==> config.mk <==
export PLATFORM = sky130hd
export DESIGN_NAME = mult_div_sequencer
export DESIGN_NICKNAME = d
export VERILOG_FILES = /design/src/rtl/mult_div_sequencer.sv
export SDC_FILE = /design/constraint.sdc
export NUM_CORES = 1
export LEC_CHECK = 0
export CORE_UTILIZATION = 30
export DETAILED_ROUTE_END_ITERATION = 7
export PLACE_DENSITY = 0.46
export SYNTH_ARGS = -nofsm -noshare
export SYNTH_HDL_FRONTEND = slang
export SYNTH_SLANG_ARGS = --single-unit
==> constraint.sdc <==
create_clock -name clk_i -period 7 [get_ports clk_i]
set_clock_uncertainty 0.05 [all_clocks]
set_input_delay 0.7 -clock clk_i [delete_from_list [all_inputs] [get_ports clk_i]]
set_output_delay 0.7 -clock clk_i [all_outputs]
set_load 0.05 [all_outputs]
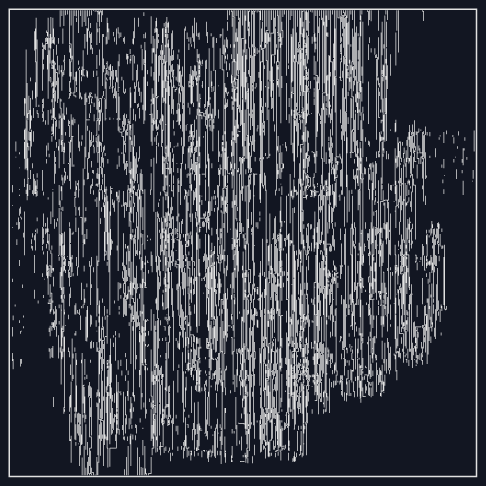
(images/layer_met2.png)
Scale: 2 px per um.
1988 nets have wire on it. The wires run mostly vertical. The longest straight run is 81.6 um. The layer holds 45% of the routed length.
GR Layer Usage met2: 0.384
via count: 16800
final WL: 65800 um

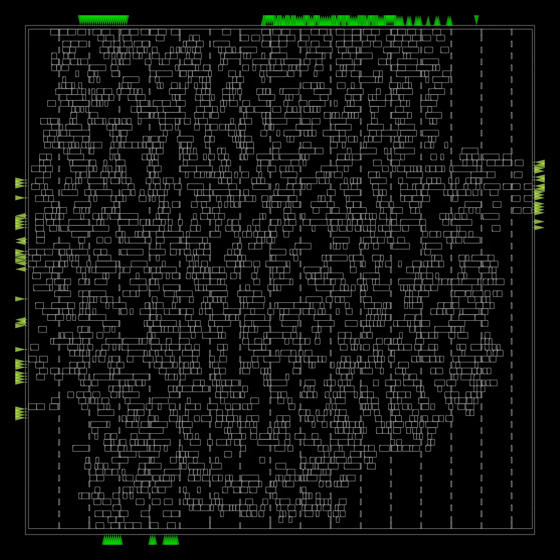
(images/placement.png)
post-layout util: 0.357
flop count: 173
non-filler cells, final: 2954
Core Footprint: 0.0527 sq mm
Seq area share: 0.184

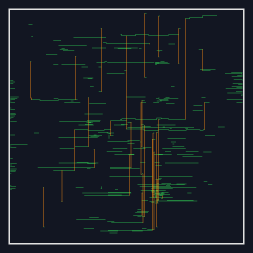
(images/wires.png)
Scale: 1 px per um. Only two layers are drawn.
Key: metal 4 = orange [wire length 1520 um]; metal 3 = green [wire length 2900 um]
Overall Global Routing Usage: 0.241
DR WL/cell: 22.3 um

==> Slide: Implementation Results <==
Flow Results at a Glance

Outcome
  – Outcome: finished, final reports clean

STA
  – Slew margin rel.: 0.281
  – Crit share post-route: 0.843
  – Fin crit period: 5.90 ns
  – Pins Over Slew Limit: 0
  – Final setup vio count: 0
  – Pin slew with the least headroom to its limit: 1.08 ns

Synth
  – Post-synth mux share: 0.0360
  – Xor/xnor share: 0.0805
  – Post-Synthesis Cells: 2183
  – Top cells by area: dfxtp_1 (22%), a21oi_1 (6.7%), ha_1 (5.8%)
  – Ys Warns: 0
  – Dominant combinational family: AND-OR/OR-AND gates
  – Yosys chip area: 0.0160 sq mm
  – Fraction of registers with async set/reset: 0
  – Top-area cell share: 0.217
  – Adder Area Share: 0.0604
  – Cell taking the most area after synthesis: dfxtp_1
  – Register bit count reported by yosys: 173
  – Top cell types by occurrence after synthesis: nor2_1 (235), nand2_1 (221), a21oi_1 (215)
  – Mapped cell area: 0.0160 sq mm

Power and ir drop
  – Final Power: 8870 uW
  – VDD IR-drop max: 0.000254 V

Floorplan
  – I/O Pins: 174
  – Rows: 84

Critical path
  – Critical path startpoint category: flop
  – Critical Path Fanout Max: 11
  – R2R setup slack: 1.10 ns
  – Setup Crit Path Kind: flop to flop
  – Endpoint type of the worst setup path: flop

Detailed routing
  – Vias/cell: 5.70
  – Wire length on met1: 31500 um
  – Drt initial violations: 1594

Global route
  – Vias in the first global route: 15700
  – First-pass GRT wire length: 98700 um
  – Initial antenna violation count: 2

Finish
  – Max reg flops: 65
  – P&R area growth vs syn: 17.6%
  – Fill cells: 5634
  – Post-route cell area: 0.0188 sq mm
  – Layout Nets: 2431

CTS
  – Late-Pin Clk Latency: 0.49 ns
  – Setup Buffers After CTS: 0

Placed design
  – Gpl congestion: 0.973
  – Placed cell area: 0.0182 sq mm
  – Placed insts: 2922
  – Buffers on Ports: 173

Job
  – OpenROAD warnings: 29
## layout by cell type, fill, tap and decap left out, types with 11 or more instances in the layout
master             n
nor3b_1           17
inv_1             63
xnor2_1           93
nand3_1           52
clkbuf_16         17
or3_1             30
a211oi_1          90
buf_4             29
dfxtp_1          173
o211ai_1          40
o31ai_1           25
a21oi_1          212
mux2i_1           39
nand4_1           25
a2111oi_0         12
o41ai_1           14
nor2_1           235
nand2b_1          40
a21o_1            31
and2_1            42
mux2_2            11
ha_1              71
clkdlybuf4s50_1  172
nor3_1            33
a31oi_1           28
o21ai_0          118
or4_1             12
a22oi_1           21
nand2_1          221
xor2_1            54
nor2b_1           15
o21a_1            12
## where the power goes
group,leakage [uW],internal [uW],switching [uW]
logic,0.00521,2000,4170
registers,0.00142,1300,317
clock network,0.000303,606,464
## critical path, delay by kind of cell (launching register included)
family,cells,cell delay (ns)
fa+ha+maj,2,0.60
xor+xnor,1,0.20
simple gates,6,1.47
flops,1,0.50
compound gates,10,3.01
## layout make-up
type	instances	area, sq um	area share
Antenna cell	1	2.50	0.000133
Clock buffer	18	439	0.0233
Clock inverter	13	189	0.0100
Inverter	66	248	0.0132
Multi-Input combinational cell	1794	11700	0.620
Sequential cell	173	3460	0.184
Tap cell	688	861	0.0458
Timing Repair Buffer	201	1940	0.103
## logic make-up after synthesis
logic type	after synthesis
AND/OR/NAND/NOR	783
AND-OR/OR-AND	734
buffers and inverters	216
flip-flops	173
XOR/XNOR	147
adder cells (fa/ha/maj)	76
multiplexers	54
## layer usage
metal  track usage  vias to the layer above
li1              -                     8142
met1         0.334                     8161
met2         0.384                      449
met3        0.0290                       70
met4        0.0801                        2
met5             0                        -
## stage by stage
step	utilization	setup WS [ns]
detailed placement	0.345	1.21
floorplan	-	2.14
finish	0.357	1.10
CTS	0.357	1.16
global route	0.357	0.626
global placement	0.345	1.26
Power and IR drop assume default switching activity.
